<file path="src/rtl/control_multiciclo.sv">
// -----------------------------------------------------------------------------
// control_multiciclo
// Multicycle main control FSM for the RV32I+M subset (lw, sw, R/I-type ALU ops,
// beq/bne, jal, mul/divu/remu). Sequences the shared memory path, the ALU and
// the external iterative mul/div unit through fetch, decode, execute, memory
// and writeback steps.
//
// Ports
//   clk          system clock, rising edge
//   reset        synchronous active-high reset, forces FETCH
//   op           instruction[6:0]
//   funct3       instruction[14:12]
//   funct7b0     instruction[25], M-extension select
//   funct7b5     instruction[30], sub select
//   zero         ALU zero flag (current cycle)
//   m_done       one-cycle result-valid pulse from the mul/div unit
//   pc_write, ir_write, reg_write, mem_write   write enables
//   adr_src      memory address select (0 PC, 1 alu_out)
//   alu_src_a    00 PC, 01 old_pc, 10 register A
//   alu_src_b    00 register B, 01 immediate, 10 constant 4
//   result_src   00 alu_out, 01 read data, 10 ALU result, 11 m_result
//   imm_src      00 I, 01 S, 10 B, 11 J (decoded from op alone)
//   alu_control  0000 add, 0001 sub, 0010 and, 0011 or, 0101 slt
//   m_start      one-cycle start pulse to the mul/div unit
//   halted       high while in HALT
// -----------------------------------------------------------------------------
module control_multiciclo (
    input  logic       clk,
    input  logic       reset,
    input  logic [6:0] op,
    input  logic [2:0] funct3,
    input  logic       funct7b0,
    input  logic       funct7b5,
    input  logic       zero,
    input  logic       m_done,
    output logic       pc_write,
    output logic       ir_write,
    output logic       reg_write,
    output logic       mem_write,
    output logic       adr_src,
    output logic [1:0] alu_src_a,
    output logic [1:0] alu_src_b,
    output logic [1:0] result_src,
    output logic [1:0] imm_src,
    output logic [3:0] alu_control,
    output logic       m_start,
    output logic       halted
);

    typedef enum logic [3:0] {
        S_FETCH    = 4'd0,
        S_DECODE   = 4'd1,
        S_MEMADR   = 4'd2,
        S_MEMREAD  = 4'd3,
        S_MEMWB    = 4'd4,
        S_MEMWRITE = 4'd5,
        S_EXECR    = 4'd6,
        S_EXECI    = 4'd7,
        S_ALUWB    = 4'd8,
        S_BRANCH   = 4'd9,
        S_JAL      = 4'd10,
        S_MSTART   = 4'd11,
        S_MWAIT    = 4'd12,
        S_MWB      = 4'd13,
        S_HALT     = 4'd14
    } state_t;

    localparam logic [6:0] OP_LW     = 7'b0000011;
    localparam logic [6:0] OP_SW     = 7'b0100011;
    localparam logic [6:0] OP_RTYPE  = 7'b0110011;
    localparam logic [6:0] OP_ITYPE  = 7'b0010011;
    localparam logic [6:0] OP_BRANCH = 7'b1100011;
    localparam logic [6:0] OP_JAL    = 7'b1101111;

    localparam logic [3:0] ALU_ADD = 4'b0000;
    localparam logic [3:0] ALU_SUB = 4'b0001;
    localparam logic [3:0] ALU_AND = 4'b0010;
    localparam logic [3:0] ALU_OR  = 4'b0011;
    localparam logic [3:0] ALU_SLT = 4'b0101;

    state_t state_r;
    state_t next_state_s;

    // funct3 -> ALU operation; unsupported encodings fall back to add
    function automatic logic [3:0] alu_decode(input logic [2:0] f3, input logic sub_en);
        logic [3:0] res;
        case (f3)
            3'b000:  res = sub_en ? ALU_SUB : ALU_ADD;
            3'b111:  res = ALU_AND;
            3'b110:  res = ALU_OR;
            3'b010:  res = ALU_SLT;
            default: res = ALU_ADD;
        endcase
        return res;
    endfunction

    // State register, synchronous reset to FETCH
    always_ff @(posedge clk) begin
        if (reset) begin
            state_r <= S_FETCH;
        end else begin
            state_r <= next_state_s;
        end
    end

    // Next-state logic
    always_comb begin
        next_state_s = state_r;
        case (state_r)
            S_FETCH:  next_state_s = S_DECODE;
            S_DECODE: begin
                case (op)
                    OP_LW, OP_SW: next_state_s = S_MEMADR;
                    OP_RTYPE:     next_state_s = funct7b0 ? S_MSTART : S_EXECR;
                    OP_ITYPE:     next_state_s = S_EXECI;
                    OP_BRANCH:    next_state_s = S_BRANCH;
                    OP_JAL:       next_state_s = S_JAL;
                    default:      next_state_s = S_HALT;
                endcase
            end
            // Only lw and sw reach MEMADR, so op distinguishes them
            S_MEMADR: begin
                if (op == OP_LW) begin
                    next_state_s = S_MEMREAD;
                end else begin
                    next_state_s = S_MEMWRITE;
                end
            end
            S_MEMREAD:  next_state_s = S_MEMWB;
            S_MEMWB:    next_state_s = S_FETCH;
            S_MEMWRITE: next_state_s = S_FETCH;
            S_EXECR:    next_state_s = S_ALUWB;
            S_EXECI:    next_state_s = S_ALUWB;
            S_ALUWB:    next_state_s = S_FETCH;
            S_BRANCH: begin
                if ((funct3 == 3'b000) || (funct3 == 3'b001)) begin
                    next_state_s = S_FETCH;
                end else begin
                    next_state_s = S_HALT;
                end
            end
            S_JAL:    next_state_s = S_ALUWB;
            S_MSTART: next_state_s = S_MWAIT;
            // m_done is only looked at here; pulses elsewhere are ignored
            S_MWAIT: begin
                if (m_done) begin
                    next_state_s = S_MWB;
                end else begin
                    next_state_s = S_MWAIT;
                end
            end
            S_MWB:   next_state_s = S_FETCH;
            S_HALT:  next_state_s = S_HALT;
            default: next_state_s = S_HALT;
        endcase
    end

    // Output decode from state; everything forced idle while reset is high
    always_comb begin
        pc_write    = 1'b0;
        ir_write    = 1'b0;
        reg_write   = 1'b0;
        mem_write   = 1'b0;
        adr_src     = 1'b0;
        alu_src_a   = 2'b00;
        alu_src_b   = 2'b00;
        result_src  = 2'b00;
        imm_src     = 2'b00;
        alu_control = ALU_ADD;
        m_start     = 1'b0;
        halted      = 1'b0;
        if (reset) begin
            halted = 1'b0;
        end else begin
            case (op)
                OP_SW:     imm_src = 2'b01;
                OP_BRANCH: imm_src = 2'b10;
                OP_JAL:    imm_src = 2'b11;
                default:   imm_src = 2'b00;
            endcase
            case (state_r)
                S_FETCH: begin
                    ir_write   = 1'b1;
                    alu_src_b  = 2'b10;
                    result_src = 2'b10;
                    pc_write   = 1'b1;
                end
                S_DECODE: begin
                    alu_src_a = 2'b01;
                    alu_src_b = 2'b01;
                end
                S_MEMADR: begin
                    alu_src_a = 2'b10;
                    alu_src_b = 2'b01;
                end
                S_MEMREAD: adr_src = 1'b1;
                S_MEMWB: begin
                    result_src = 2'b01;
                    reg_write  = 1'b1;
                end
                S_MEMWRITE: begin
                    adr_src   = 1'b1;
                    mem_write = 1'b1;
                end
                S_EXECR: begin
                    alu_src_a   = 2'b10;
                    alu_control = alu_decode(funct3, funct7b5);
                end
                // Immediate forms have no sub: bit 30 is immediate data
                S_EXECI: begin
                    alu_src_a   = 2'b10;
                    alu_src_b   = 2'b01;
                    alu_control = alu_decode(funct3, 1'b0);
                end
                S_ALUWB: reg_write = 1'b1;
                S_BRANCH: begin
                    alu_src_a   = 2'b10;
                    alu_control = ALU_SUB;
                    case (funct3)
                        3'b000:  pc_write = zero;
                        3'b001:  pc_write = ~zero;
                        default: pc_write = 1'b0;
                    endcase
                end
                S_JAL: begin
                    alu_src_a = 2'b01;
                    alu_src_b = 2'b10;
                    pc_write  = 1'b1;
                end
                S_MSTART: m_start = 1'b1;
                S_MWAIT:  m_start = 1'b0;
                S_MWB: begin
                    result_src = 2'b11;
                    reg_write  = 1'b1;
                end
                S_HALT:  halted = 1'b1;
                default: halted = 1'b0;
            endcase
        end
    end

endmodule

</file>
<file path="config.mk">
export PLATFORM = sky130hd
export DESIGN_NAME = control_multiciclo
export DESIGN_NICKNAME = d
export VERILOG_FILES = /design/src/rtl/control_multiciclo.sv
export SDC_FILE = /design/constraint.sdc
export NUM_CORES = 1
export LEC_CHECK = 0
export ABC_AREA = 1
export CAP_MARGIN = 20
export CORE_MARGIN = 2
export CORE_UTILIZATION = 41
export CTS_BUF_LIST = sky130_fd_sc_hd__clkbuf_4 sky130_fd_sc_hd__clkbuf_8 sky130_fd_sc_hd__clkbuf_16
export DETAILED_ROUTE_END_ITERATION = 12
export PLACE_DENSITY = 0.84
export SYNTH_ARGS = -nofsm -noshare
export SYNTH_HDL_FRONTEND = slang
export SYNTH_SLANG_ARGS = --single-unit
</file>
<file path="constraint.sdc">
create_clock -name clk -period 3.5 [get_ports clk]
set_clock_uncertainty 0.15 [all_clocks]
set_input_delay 0.525 -clock clk [delete_from_list [all_inputs] [get_ports clk]]
set_output_delay 0.525 -clock clk [all_outputs]
set_load 0.02 [all_outputs]
</file>
Fig. 1: run 1, met1 routing
Scale: 8 px per um. Supply wires on this layer in gray.
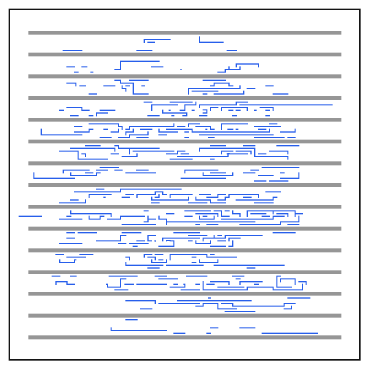
share of all routed wire: 40%
longest straight run: 11.5 um
nets with wire on the layer: 152
main direction: horizontal
wire length on this layer: 722 um
via count: 919
final wirelength: 1.79 mm
GR Util met1: 23.0%

Fig. 2: run 1, signal wires on met2
Scale: 6 px per um. Cells faint in the background.
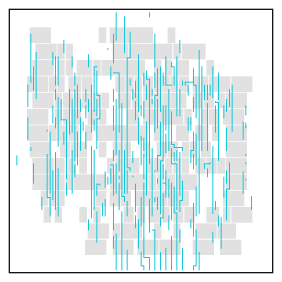
wire length on this layer: 947 um
longest straight run: 27.2 um
main direction: vertical
nets with wire on the layer: 152
met2 usage: 39.4%

==> out/qor.csv, run 1 <==
metric,value,unit
fmax,338,MHz
CTS resizes,0,
drt first-iter violations,39,
dpl hpwl,1.51,mm
Post-Syn Area per Cell,5.03,um^2
Ys Warns,0,
clk sinks,4,
largest net degree at the start of global routing,13,
Worst Path Buf+Inv,3,
Top area cell types,"nand2_1 20%, dfxtp_1 12%, nor2_1 12%",
setup TNS,0,ps
Required @ worst endpoint,2820,ps
tool warnings,26,
Crit Path Max Fanout,12,
vias in the first global route,805,
fraction of layout cells with a size suffix above 1,7.50,%
Reg2Reg Capture Point,state_r[2],
"count leader, synth",nand2_1,
R2R setup slack,2070,ps
post-synthesis net count,144,
core footprint,0.00149,mm^2
total congestion overflow,0,
Static Leak,0.000452,uW
Final Wtd Congestion,0.827,
ys async rst share,0,%
Storage cell area,80.1,um^2
Biggest register,state_r,
number of nets in the layout,178,
Hold Slack,545,ps
hold depth,2,
flop and latch count out of synthesis,4,
slowest cell on the critical path,clkdlybuf4s50_1,
CP max stage delay,650,ps
ys flop type,dfxtp_1,
run status,finished clean,
Max Cap Viol,0,
Top cell area share,19.8,%
PwrDens,545,mW/mm^2
# Cells Yosys,128,
Final min period,2960,ps
layout overhead on the synthesized area,54.6,%
Fig. 3: run 1, metal 3
Scale: 8 px per um.
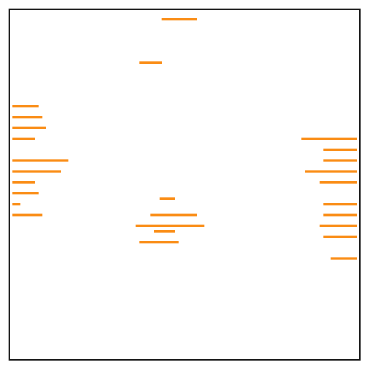
wire length on this layer: 108 um
nets with wire on the layer: 26
GR Util met3: 2.92%

Fig. 4: run 1, pin placement
Scale: 8 px per um. Pins as bars across the die edge, other pins in gray.
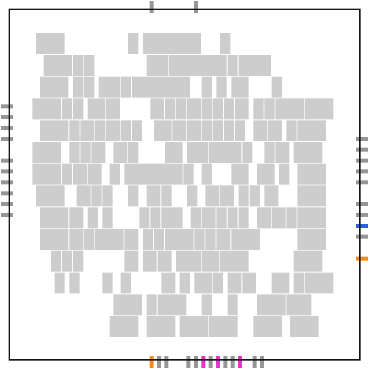
| port | color | pins | direction | edge |
|---|---|---|---|---|
| funct3 | magenta | 3 | input | bottom |
| alu_src_b | orange | 2 | output | 1 bottom, 1 right |
| adr_src | blue | 1 | output | right |
die height: 43.6 um
die width: 43.6 um
port bufs: 33

-- run 1: report_power, final --
part	switching, uW	internal, uW	total (uW)
clock network	22.3	38.6	60.9
logic	229	155	384
registers	33.0	64.7	97.6
total	285	258	543
-- run 1: per-stage QoR --
step	util, %	instance area (um^2)	setup slack, ps	std cells
2_1_floorplan	-	644	1400	128
3_3_place_gp	65.4	973	545	173
3_5_place_dp	65.4	973	549	173
4_1_cts	66.9	996	549	176
5_1_grt	66.9	996	408	176
6_report	66.9	996	545	176
-- run 1: worst reg2reg max path, cell delays in order (launching register included) --
cell and delay [ps]:
dfxtp_1 480, inv_2 100, nand2_2 130, nor2_4 60, o21ai_2 70, nand2_1 80, nor2_1 90, nand2_1 50
nand2_1 60, nand2_1 50
-- run 1: cell families (layout without fill, tap and decap cells) --
| logic type | after synthesis | after routing | synth area share [%] |
|---|---|---|---|
| flops | 4 | 4 | 12.4 |
| compound gates | 20 | 20 | 16.5 |
| xor+xnor | 1 | 1 | 1.36 |
| other cells | 1 | 1 | 0.582 |
| simple gates | 80 | 80 | 54.8 |
| buf+inv | 22 | 54 | 14.4 |
-- run 1: cell type report --
cell class                 instances  share of cell area [%]
clock buffer                       3                    2.26
multi-input combinational        102                    47.4
inverter                          17                    6.41
sequential                         4                    8.04
timing repair buffer              34                    33.9
tap                               16                    2.01
-- run 1: worst max-delay path by stage --
| stage | start | end | slack [ps] |
|---|---|---|---|
| final | reset | halted | 540 |
| after floorplan | reset | halted | 1400 |
| after detailed placement | reset | halted | 550 |
| after global routing | reset | halted | 410 |
| after global placement | op[1] | imm_src[0] | 550 |
| after CTS | reset | halted | 550 |
-- run 1: placed cells by master (no fill, tap or decap) --
cell type / count
conb_1: 1
o22ai_1: 1
inv_2: 1
nor2_2: 3
o21ai_0: 4
nor2_1: 21
dfxtp_1: 4
nor3_1: 5
nor2_4: 2
inv_1: 16
nor4_1: 2
clkdlybuf4s50_1: 33
o21ai_2: 1
nand2_1: 34
nand3_1: 11
buf_4: 1
nand2_2: 1
xnor2_1: 1
a31oi_1: 1
nand4_1: 1
a21oi_1: 13
clkbuf_4: 3
-- run 1: per-layer routing --
| metal | track usage (%) | wire length, um | vias up |
|---|---|---|---|
| met1 | 23.0 | 721 | 410 |
| met5 | 0 | 0 | - |
| met2 | 39.4 | 947 | 32 |
| li1 | - | - | 475 |
| met4 | 6.67 | 17 | 0 |
| met3 | 2.92 | 108 | 2 |
Fig. 5: run 1, placed standard cells
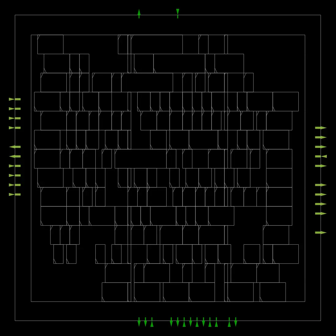

==> run 2, diff against run 1 <==
- CORE_UTILIZATION: 41 -> 38
- PLACE_DENSITY: 0.84 -> 0.79
- clock period: 3.5 -> 2.91 ns (I/O delays scaled with it)
Fig. 6: run 2, placed standard cells
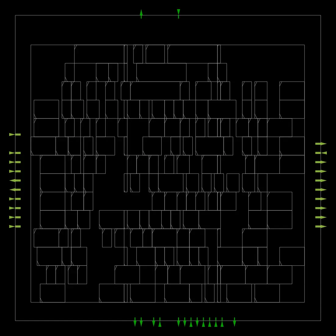
fill count: 162
Flops: 4
core footprint: 0.00154 mm^2
fin util: 65.1%
Seq/total area: 7.98%

==> run 2 against run 1 <==
Clock power rose by 12%. Sequential share of layout area fell by 0.060 points. Combinational power rose by about 20%. Final cell count rose by 0.57%. Via count fell by 1.1%. Sequential power rose by 22%. Largest cell class unchanged. Largest power group unchanged. Highest routed layer unchanged.
==> out/qor.csv, run 2 <==
metric,value,unit,change
clk sinks,4,,unchanged
fmax,359,MHz,
initial antenna violation count,0,,
drt first-iter violations,17,,-56%
Combinational Power Share,71.1,%,+0.3 points
Sw Share,52.1,%,-0.39 points
via count,909,,-1.1%
Via-to-Cell Ratio,5.14,,
cycle use final,95.8,%,
Inserted Clock Buffers,3,,
worst-skew pair later-pin latency,230,ps,
Yosys top cell by area,nand2_1,,
final wirelength,1.86,mm,+3.5%
Final min period,2790,ps,
"count leader, synth",nand2_1,,
Ys Warns,0,,unchanged
Reg power frac,18.4,%,+0.4 points
number of nets in the layout,179,,+0.56%
layout overhead on the synthesized area,55.7,%,
Post-Syn Area per Cell,5.03,um^2,unchanged
NetSw,338,uW,+19%
CP max stage delay,620,ps,-30 ps
flop and latch count out of synthesis,4,,unchanged
Internal Pwr Total,311,uW,+20%
Biggest register,state_r,,
Crit Path Max Fanout,3,,-9
Clk pwr share,10.5,%,-0.7 points
tool warnings,26,,unchanged
remaining antenna violation count after routing,0,,
run status,finished clean,,
Top cell area share,19.8,%,unchanged
Final WS setup,121,ps,-424 ps
final hold violation count,0,,
Required @ worst endpoint,2320,ps,-500 ps
Residual DRC,0,,
CTS Root Cell,clkbuf_4,,
Place WS,133,ps,-416 ps
vias in the first global route,835,,+3.7%
CTS resizes,0,,unchanged
largest net degree at the start of global routing,9,,-4
Top area cell types,"nand2_1 20%, dfxtp_1 12%, nor2_1 12%",,
dpl hpwl,1.61,mm,+6.7%
ys async rst share,0,%,unchanged
port bufs,33,,unchanged
Static Leak,0.000457,uW,+1.1%
post-synthesis net count,144,,unchanged
PwrDens,646,mW/mm^2,+19%
crit path DAT,2200,ps,
Max Cap Viol,0,,unchanged
Final Wtd Congestion,0.813,,-1.7%
ys flop type,dfxtp_1,,
CTS tree,yes,,
Worst Path Buf+Inv,3,,unchanged
setup TNS,0,ps,unchanged
first-pass GRT wire length,3.17,mm,
fraction of layout cells with a size suffix above 1,8.07,%,+0.57 points
# Cells Yosys,128,,unchanged
post-CTS setup buffers,0,,
total power,649,uW,
most frequent logic cell in the layout,nand2_1,,
Post-Syn Instances,128,,
slowest cell on the critical path,clkdlybuf4s50_1,,
total congestion overflow,0,,unchanged
most frequent cells in the layout,"34 x nand2_1, 33 x clkdlybuf4s50_1, 21 x nor2_1",,
drt first pass iters,4,,
"EDFF count, synth",0,,
Fig. 7: run 2, pin placement
Scale: 8 px per um. Pins as bars across the die edge, other pins in gray.
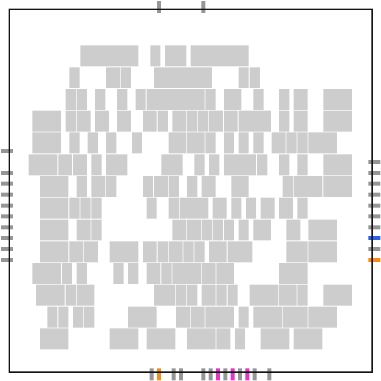
| port | color | pins | direction | edge |
|---|---|---|---|---|
| adr_src | blue | 1 | output | right |
| funct3 | magenta | 3 | input | bottom |
| alu_src_b | orange | 2 | output | 1 bottom, 1 right |
die height: 45.2 um
die width: 45.2 um

[run 2: cell counts after synthesis]
No cell type changed its count.
[run 2: cells by family after synthesis]
group,Yosys count,synth area share [%]
AOI/OAI and AO/OA,20,16.5
xor gates and xnor gates,1,1.36
buffers and inverters,22,14.4
DFF,4,12.4
other,1,0.582
and+or+nand+nor,80,54.8
[run 2: cell type report]
cell class                 instances  area [um^2]  area share, %
clock buffer                       3         22.5           2.24
inverter                          17         63.8           6.36
multi-input combinational        102          472           47.0
sequential                         4         80.1           7.98
tap                               16         20.0           2.00
timing repair buffer              35          345           34.4
[run 2: layer usage]
| layer | GRT usage, % | routed length, um | share of wire [%] |
|---|---|---|---|
| met1 | 23.1 | 758 | 41 |
| met2 | 38.0 | 986 | 53 |
| met3 | 2.40 | 80 | 4.3 |
| met4 | 10.0 | 30 | 1.6 |
| met5 | 0 | 0 | 0 |
[run 2: final timing paths]
path / endpoint / slack (ps) / startpoint / cells past startpoint
setup reg to reg: state_r[2] / 1480 / state_r[2] / 9
setup / recovery: alu_control[0] / 120 / funct3[1] / 8
hold reg to reg: state_r[3] / 540 / state_r[1] / 2
hold / removal: state_r[3] / 540 / state_r[1] / 2
[run 2: power by group through the flow]
| stage | combinational, uW | sequential [uW] | clock, uW |
|---|---|---|---|
| floorplan | 327 | 90.7 | 0 |
| global placement | 458 | 117 | 0 |
| detailed placement | 462 | 119 | 0 |
| CTS | 464 | 118 | 70.5 |
| global route | 514 | 123 | 76.4 |
| finish | 461 | 119 | 68.1 |
[run 2: worst reg2reg max path, cell delays in order, from the launching register on]
cell and delay [ps]:
dfxtp_1 370, inv_1 100, nand2_1 130, inv_1 120, nand2_1 100, nand3_1 70
nor2_1 100, nand2_1 50, nand2_1 60, nand2_1 50
[run 2: through the flow]
step                      hold slack, ps  area, um^2  std cells  util, %
after global placement               521         981        174     63.6
after global routing                 563        1000        177     65.1
after CTS                            540        1000        177     65.1
after detailed placement             532         981        174     63.6
after floorplan                      484         644        128        -
final                                544        1000        177     65.1
No activity file was given, so power comes from the tool's default toggle rates.
